## src/rtl/sample_pacer.sv

```systemverilog
// sample_pacer: buffers ADC samples in a small circular FIFO and hands them to
// the DFT datapath as single-cycle sampleReady pulses. Consecutive pulses are
// separated by at least MIN_GAP idle cycles so each DFT update can finish.
// Samples that find the buffer full are dropped and counted (saturating).
//
// Timing model: the issue decision is taken in IDLE and registers the head
// sample into inputSample. The head entry is retired from the FIFO in the
// pulse cycle itself. So occupancy falls one cycle after the pulse, and a
// strobe landing on a pulse cycle with a full buffer still finds room.
module sample_pacer #(
    parameter int DATA_W  = 16,
    parameter int DEPTH   = 8,
    parameter int MIN_GAP = 250
) (
    input  logic                     clk,
    input  logic                     rst,
    input  logic [DATA_W-1:0]        adcSample,
    input  logic                     adcStrobe,
    input  logic                     enable,
    input  logic                     busy,
    output logic [DATA_W-1:0]        inputSample,
    output logic                     sampleReady,
    output logic [$clog2(DEPTH):0]   fifoCount,
    output logic [7:0]               dropCount,
    input  logic                     dropClear
);

    localparam int AW = $clog2(DEPTH);
    localparam int GW = $clog2(MIN_GAP + 1);

    typedef enum logic {
        S_IDLE = 1'b0,
        S_GAP  = 1'b1
    } state_t;

    state_t              state_q, state_d;
    logic [GW-1:0]       gap_q, gap_d;
    logic [AW:0]         wr_ptr_q, wr_ptr_d;
    logic [AW:0]         rd_ptr_q, rd_ptr_d;
    logic [DATA_W-1:0]   sample_q, sample_d;
    logic                ready_q, ready_d;
    logic [7:0]          drop_q, drop_d;

    logic [DATA_W-1:0]   mem [DEPTH];

    logic [AW:0]         occupancy;
    logic                fifo_full;
    logic                fifo_empty;
    logic                pop;
    logic                push;
    logic                drop;
    logic                issue;

    // Occupancy from the wrap-extended pointers; pop retires the issued entry.
    always_comb begin
        occupancy  = wr_ptr_q - rd_ptr_q;
        fifo_full  = (occupancy == (AW + 1)'(DEPTH));
        fifo_empty = (occupancy == '0);
        pop        = ready_q;
        push       = adcStrobe && (!fifo_full || pop);
        drop       = adcStrobe && !push;
        issue      = (state_q == S_IDLE) && enable && !busy && !fifo_empty;
    end

    // Pointer advance: write on accepted push, read on the pulse cycle.
    always_comb begin
        wr_ptr_d = wr_ptr_q + {{AW{1'b0}}, push};
        rd_ptr_d = rd_ptr_q + {{AW{1'b0}}, pop};
    end

    // Pacing FSM: decide issue in IDLE, then count out the idle gap.
    always_comb begin
        state_d  = state_q;
        gap_d    = gap_q;
        ready_d  = 1'b0;
        sample_d = sample_q;
        case (state_q)
            S_IDLE: begin
                if (issue) begin
                    sample_d = mem[rd_ptr_q[AW-1:0]];
                    ready_d  = 1'b1;
                    gap_d    = GW'(MIN_GAP);
                    state_d  = S_GAP;
                end
            end
            S_GAP: begin
                // Leaving on the last count gives exactly MIN_GAP low cycles.
                if (gap_q <= GW'(1)) begin
                    gap_d   = '0;
                    state_d = S_IDLE;
                end else begin
                    gap_d = gap_q - GW'(1);
                end
            end
            default: begin
                state_d = S_IDLE;
                gap_d   = '0;
            end
        endcase
    end

    // Drop counter: saturates at 255; a clear coinciding with a drop leaves 1.
    always_comb begin
        drop_d = drop_q;
        if (dropClear) begin
            drop_d = {7'b0, drop};
        end else if (drop && (drop_q != 8'hFF)) begin
            drop_d = drop_q + 8'd1;
        end
    end

    // Sample storage; contents need no reset since the pointers gate validity.
    always_ff @(posedge clk) begin
        if (push) begin
            mem[wr_ptr_q[AW-1:0]] <= adcSample;
        end
    end

    // State and output registers with asynchronous reset.
    always_ff @(posedge clk or posedge rst) begin
        if (rst) begin
            state_q  <= S_IDLE;
            gap_q    <= '0;
            wr_ptr_q <= '0;
            rd_ptr_q <= '0;
            sample_q <= '0;
            ready_q  <= 1'b0;
            drop_q   <= '0;
        end else begin
            state_q  <= state_d;
            gap_q    <= gap_d;
            wr_ptr_q <= wr_ptr_d;
            rd_ptr_q <= rd_ptr_d;
            sample_q <= sample_d;
            ready_q  <= ready_d;
            drop_q   <= drop_d;
        end
    end

    assign inputSample = sample_q;
    assign sampleReady = ready_q;
    assign fifoCount   = occupancy;
    assign dropCount   = drop_q;

endmodule

```

## config.mk

```make
export PLATFORM = sky130hd
export DESIGN_NAME = sample_pacer
export DESIGN_NICKNAME = d
export VERILOG_FILES = /design/src/rtl/sample_pacer.sv
export SDC_FILE = /design/constraint.sdc
export NUM_CORES = 1
export LEC_CHECK = 0
export CAP_MARGIN = 20
export CORE_MARGIN = 8
export CORE_UTILIZATION = 60
export DETAILED_ROUTE_END_ITERATION = 8
export GPL_TIMING_DRIVEN = 0
export PLACE_DENSITY = 0.89
export SLEW_MARGIN = 20
export SYNTH_ARGS = -nofsm -noshare
export SYNTH_HDL_FRONTEND = slang
export SYNTH_SLANG_ARGS = --single-unit
export TNS_END_PERCENT = 10
```

## constraint.sdc

```tcl
create_clock -name clk -period 7.45 [get_ports clk]
set_clock_uncertainty 0.2 [all_clocks]
set_input_delay 1.8625 -clock clk [delete_from_list [all_inputs] [get_ports clk]]
set_output_delay 1.8625 -clock clk [all_outputs]
set_load 0.1 [all_outputs]
```

### Selected gate families, run 1

(4 px per um)
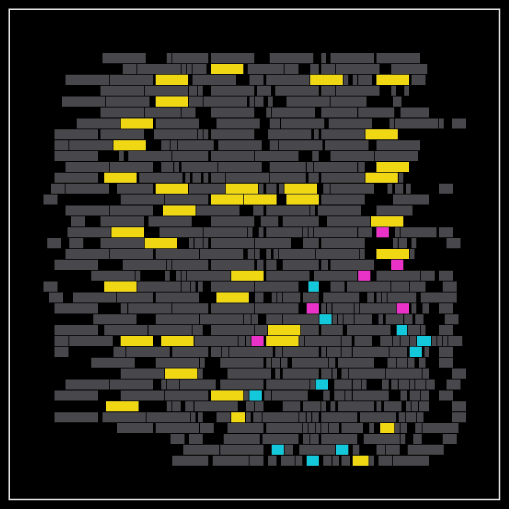
AND-OR and OR-AND gates -> cyan  # cells 10, most used a211o_1
XOR/XNOR gates -> magenta  # cells 6, most used xor2_1, where middle right
multiplexers -> yellow  # cells 35, most used mux4_2
Commonest Layout Cell: edfxtp_1
fin cells: 644
Comb area share: 22.03%

### Routing congestion map, run 1

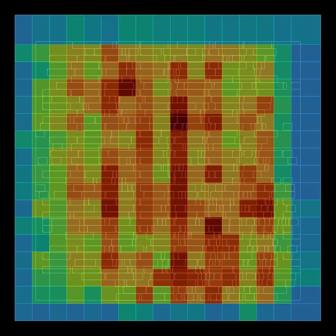
met3 usage: 5.507%
WL per Instance: 23.65 um
met2 Resource Use GR: 34.34%
final core utilization: 74.74%

==> CHANGELOG.md, run 1 <==
## Implementation

* Status: complete, no violations
* WHS at 0.3431 ns
* Leak pwr at 2.892 nW
* Post-CTS sizing at 0
* Seq power at 1.35 mW
* Cell Type Count at 40
* Clk latency late pin at 0.42 ns
* Root buffer cell: clkbuf_16
* RSZ-0062 raised after global routing: no
* DRC at 0
* # IOs at 51
* Synth Seq Share at between 70% and 80%
* Cell Chain, Critical Path: clkbuf_1 -> clkinv_1 -> clkbuf_1 -> ha_1 -> and3b_1 -> or3_1 -> and2_1 -> inv_1 -> clkdlybuf4s50_1
* Metal1 wirelength at between 5 and 6 mm
* Area post-placement at 0.007622 mm2
* Comb. cell area at 0.001800 mm2
* Top area cell types: edfxtp_1 57%, dfrtp_1 16%, mux4_2 11%
* CP startpoint: rd_ptr_q[2]
* Xor/xnor share at 0.7766%
* Setup TNS at 0 ns
* Sw Ratio at 41.83%
* Clock sinks at 170
* Post-DP HPWL at ~9.9 mm
* Max-area cell share at 56.80%
* Ao+oa area frac at approximately 4.1%
* Port Buf Inserts at 49
* Max reg flops at 128
* Via count at ~4000
* Multi-input logic cell count at 204
* Ant diodes at 0
* # Taps at 140
* Period minus WS final at about 6.5 ns
* Main logic family: multiplexers
* PwrDens at 461.7 mW/mm2
* Largest net degree at the start of global routing at 34
* Standard-cell row count at 38
* CP max-delay cell: clkdlybuf4s50_1
* Filler cells at 633
* Reg-to-reg endpoint: mem[2][1]
* Internal power at 2.195 mW
* Post-CTS Setup Bufs at 0
* Sequential share of cell area at 59.89%
* Most used cell, CP: clkbuf_1
* Register area at 0.004895 mm2
* H-tree levels at 4
* Crit path to: fifoCount[3]
* Number of global-route vias before repair at between 4000 and 5000
* Crit. path cell count at 9
* Final WS setup at 0.9369 ns
* Stage-log warning count at 27
* Hold EP: gap_q[4]
* Clock buffer depth at 2
* CTS Hold Bufs at 0
* Routability cong. at 0.7957
* Pre-CTS setup slack at between 1 and 1.5 ns
* Nonclk inv count at 11
* CP Data Arrival Time at 4.45 ns
* Syn avg cell area at roughly 17 um2
* Slew Limit Fails at 0
* Most Crowded Layer GR: met2
* Synth Net Count at 437
* Final Setup Violations at 0
* Critical path's top delay family: buffers and inverters
* Max-Cap Viols at 0
* First DRT Iteration DRCs at 369
* Met1 usage at around 27%
### Close-up of the layout, run 1

Window x 46 to 76, y 71 to 101 um. Cells in grey, sequential cells in the stronger grey; small squares are vias.
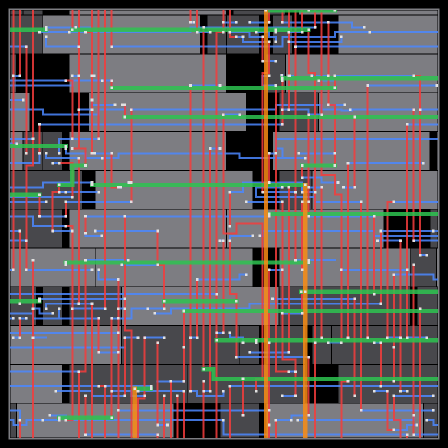
met1 -> blue
met3 -> green
met2 -> red
met4 -> orange
sequential cells in the window = 19
cells with their middle in the window = 45
most frequent = edfxtp_1 (16), nand2_1 (5), mux4_2 (5)
netlist names of flops here include = mem (16), inputSample (3)

run 1: cell usage after synthesis:
cell	number
a21o_1	2
fa_1	1
o31ai_1	3
or4_1	3
nor4b_1	3
xor2_1	4
nor2b_1	3
o31a_1	1
buf_2	4
a31oi_1	17
buf_1	2
edfxtp_1	128
a211o_1	5
o21ai_0	7
mux2i_1	2
dfrtp_1	42
and3b_1	2
nand3_1	5
o21ai_1	1
nand4_1	2
ha_1	10
nand2_1	39
mux4_2	32
a21oi_1	5
or4_4	1
nor2_1	25
and2_1	1
clkbuf_1	13
clkinv_1	1
a311o_1	1
nand3b_1	1
a31o_2	1
inv_1	10
nor4_1	2
nand2b_1	2
xnor2_1	2
nor3_1	12
or3_1	7
mux2_2	1
nor3b_1	1
### Metal layers overlaid, run 1

(3 px per um) Two of the layers only.
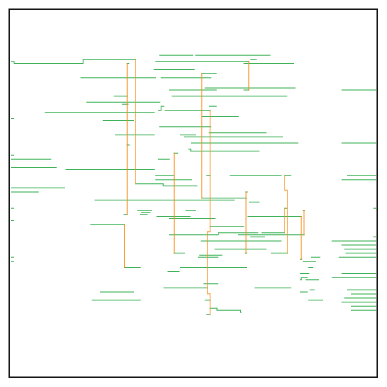

--- run 2 (diff from run 1) ---
--- a/config.mk
+++ b/config.mk
@@ -7,10 +7,10 @@
 export LEC_CHECK = 0
 export CAP_MARGIN = 20
 export CORE_MARGIN = 8
-export CORE_UTILIZATION = 60
+export CORE_UTILIZATION = 50
 export DETAILED_ROUTE_END_ITERATION = 8
 export GPL_TIMING_DRIVEN = 0
-export PLACE_DENSITY = 0.89
+export PLACE_DENSITY = 0.77
 export SLEW_MARGIN = 20
 export SYNTH_ARGS = -nofsm -noshare
 export SYNTH_HDL_FRONTEND = slang
### Metal layers overlaid, run 2

(3 px per um) Two of the layers only.
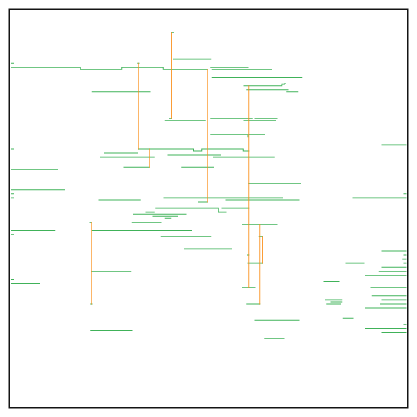
met3 -> green  # wire length 927 um
met4 -> orange  # wire length 237 um
via count: 3922
final WL: 14.30 mm
total track usage: 17.14%
WL per Instance: 21.03 um

### Routing congestion map, run 2

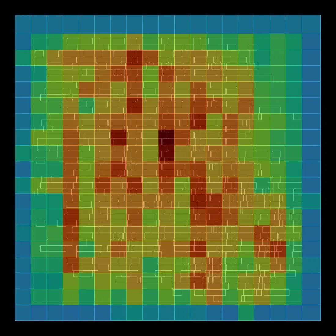
final core utilization: 62.05%
met3 usage: 4.421%
met2 Resource Use GR: 27.39%

### Selected gate families, run 2

(4 px per um)
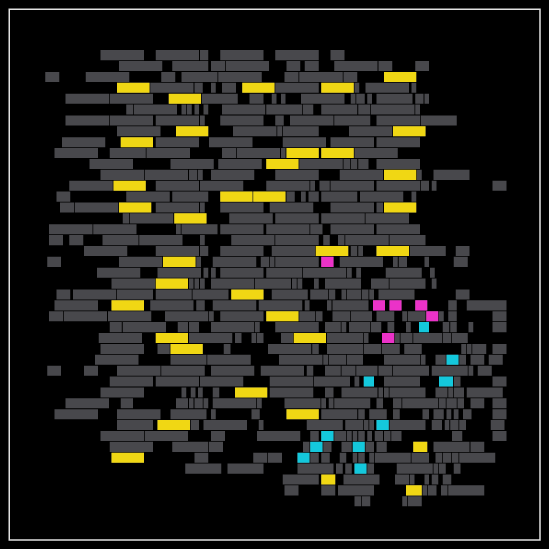
XOR/XNOR gates -> magenta  # cells 6, most used xor2_1, where middle right
AND-OR and OR-AND gates -> cyan  # cells 10, most used a211o_1
multiplexers -> yellow  # cells 35, most used mux4_2
fin cells: 680
Comb area share: 21.91%

==> CHANGELOG.md, run 2 <==
## Implementation

* Status: complete, no violations
* Chip area at 0.01751 mm2
* Clock buf count at 17
* Layout area overhead at 21.43%
* Share of layout cells above drive strength 1 at 19.64%
* Initial antenna violation count at 0
* Hold path start: wr_ptr_q[3]
* Max-area cell share at 56.80% (unchanged)
* DRC at 0 (unchanged)
* Critical path's top delay family: buffers and inverters
* RSZ-0062 raised after global routing: no
* Largest fanout on the critical path at 10
* Power Total at about 3.7 mW
* Yosys Instances at approximately 400
* Nonclk inv count at 11 (unchanged)
* Slew Limit Fails at 0 (unchanged)
* Stage-log warning count at 27 (unchanged)
* Synth flops at 170
* CTS tree: done
* CP max-delay cell: clkdlybuf4s50_1
* Post-CTS sizing at 0 (unchanged)
* Dominant logic cell types in the final layout: 128 x edfxtp_1, 49 x clkdlybuf4s50_1, 42 x dfrtp_1, 39 x nand2_1, 32 x mux4_2
* Clk pwr share at between 20% and 30%
* Metal1 wirelength at 6.044 mm (+1.2%)
* WL met2 at around 7.1 mm
* Worst Setup Start Kind: register
* Most instantiated cells after synthesis: 128 x edfxtp_1, 42 x dfrtp_1, 39 x nand2_1
* Internal power at 2.165 mW (-1.3%)
* Area post-placement at 0.007680 mm2 (+0.76%)
* VDD IR max at about 360 uV
* Most used cell, CP: clkbuf_1
* Crit. End Element: output port
* Final Hold Viols at 0
* Most Crowded Layer GR: met2
* Setup TNS at 0 ns (unchanged)
* Syn avg cell area at 16.75 um2 (unchanged)
* Filler cells at 942 (+49%)
* FP Core Util at 51.10%
* Commonest Layout Cell: edfxtp_1
* Synth top cell by count: edfxtp_1
* # IOs at 51 (unchanged)
* Synth Warn # at 0
* Relative slew slack at 34.31%
* Switch Pwr at 1.563 mW
* Clock sinks at 170 (unchanged)
* Detail Route Antenna Nets at 0
* Signal buf overhead at 8.802%
* Top cell category: flip-flops and latches
* Post-DP HPWL at 9.828 mm (-0.69%)
* Bufs and invs on worst path at 5
* Cell Type Count at 40 (unchanged)
* Fin crit share at 88.15%
* CTS Buf Count at 17
* # Taps at 176 (+26%)
* Vias/cell at 5.768
* Metal3 WL at 927 um
* Pre-CTS setup slack at 1.360 ns (-0.09269 ns)
* Comb. cell area at 0.001800 mm2 (unchanged)
* Standard-cell row count at 42 (+11%)
* Final Setup Violations at 0 (unchanged)
* Cell Chain, Critical Path: clkbuf_1 -> clkinv_1 -> clkbuf_1 -> ha_1 -> and3b_1 -> or3_1 -> and2_1 -> inv_1 -> clkdlybuf4s50_1
* Register area at 0.004895 mm2 (unchanged)
* Post-CTS Setup Bufs at 0 (unchanged)
* FFs w/ async S/R, synth at 24.71% (unchanged)
* Max Used Layer: met4
* Met1 usage at 21.78% (-5.6 points)
* Synth Seq Share at 72.34% (unchanged)
* Leak pwr at 2.907 nW (+0.54%)
* CTS Hold Bufs at 0 (unchanged)
* Cells after DPL at 649
* Fmax at 0.1523 GHz
* Period minus WS final at 6.567 ns (+0.05424 ns)
* Final WS setup at 0.8826 ns (-0.05424 ns)
* Die height at 132.3 um
* First DRT Iteration DRCs at 292 (-21%)
* Setup Crit Path Kind: register to output port
* Non-clk bufs at 88
* Core outline area at 0.01324 mm2
* Cells after synthesis at 404
* Area leader, netlist: edfxtp_1
* First-pass GRT wire length at 22.80 mm
* PwrDens at 453.8 mW/mm2 (-1.7%)
* Clock buffer depth at 2 (unchanged)
* H-tree levels at 4 (unchanged)
* Top pwr grp: combinational logic
* Largest net degree at the start of global routing at 25 (-26%)
* Seq power at 1.34 mW (about the same)
* Synth Net Count at 437 (unchanged)
* Slew at the pin closest to its max-slew limit at just under 1 ns
* Final clock-cell share at approximately 6.5%
* P_clk at around 810 uW
* Post-synth EDFFs at 128 (unchanged)
* Min-delay worst type: register to register
* WHS at 0.3015 ns (-0.04158 ns)
* Yosys chip area at 0.006766 mm2
* Syn Std Cell Area at 0.006766 mm2
* Drt pass-1 iters at 4
* RR Startpoint: rd_ptr_q[2]
* Top area cell types: edfxtp_1 57%, dfrtp_1 16%, mux4_2 11%
* CP Data Arrival Time at 4.50 ns (+0.05 ns)
* Fin area at around 0.008 mm2
* Worst stage delay on the critical path at between 1 and 1.5 ns
* Number of global-route vias before repair at 4139 (+1.2%)
* Flops at 170
* Ant diodes at 0 (unchanged)
* Dominant flop cell: edfxtp_1
* Sequential share of cell area at 59.57% (-0.32 points)
* Total grt overflow at 0
* Sw Ratio at 41.93% (+0.097 points)
* Max-Cap Viols at 0 (unchanged)
* Nets at 525
* Die width at 132.3 um
* Multi-input logic cell count at 204 (unchanged)
* Root buffer cell: clkbuf_16
* CP startpoint: rd_ptr_q[2]
* Max reg flops at 128 (unchanged)
* Port Buf Inserts at 49 (unchanged)
* Clk latency late pin at 0.43 ns (about the same)
* Routability cong. at 0.7489 (-5.9%)
* Clk slew on worst S/H paths at about 0.070 ns
## run 2: cell count changes in the layout (fill, tap and decap cells not counted), sizes merged
cell      before  now
clkbuf        31   30
bufinv         1    0
clkinv         6    5
clkinvlp       5    2
buf           25   26
inv           13   18
## run 2: cell families after synthesis
logic type,count (synthesis),share of synthesized area (%)
compound gates,43,4.142
xor+xnor,6,0.7766
fa+ha+maj,11,2.145
buf+inv,30,1.738
flops,170,72.34
mux,35,11.11
simple gates,109,7.748
## run 2: worst paths after layout
path	endpoint	slack, ns	depth (start not counted)
worst max-delay path	fifoCount[3]	0.88	9
worst min-delay path	wr_ptr_q[3]	0.30	1
worst max register to register	mem[1][7]	2.72	10
worst min register to register	wr_ptr_q[3]	0.30	1
max in group asynchronous	gap_q[1]	4.96	3
min in group asynchronous	sampleReady	1.59	2
Power is estimated from default activity; no workload was simulated.
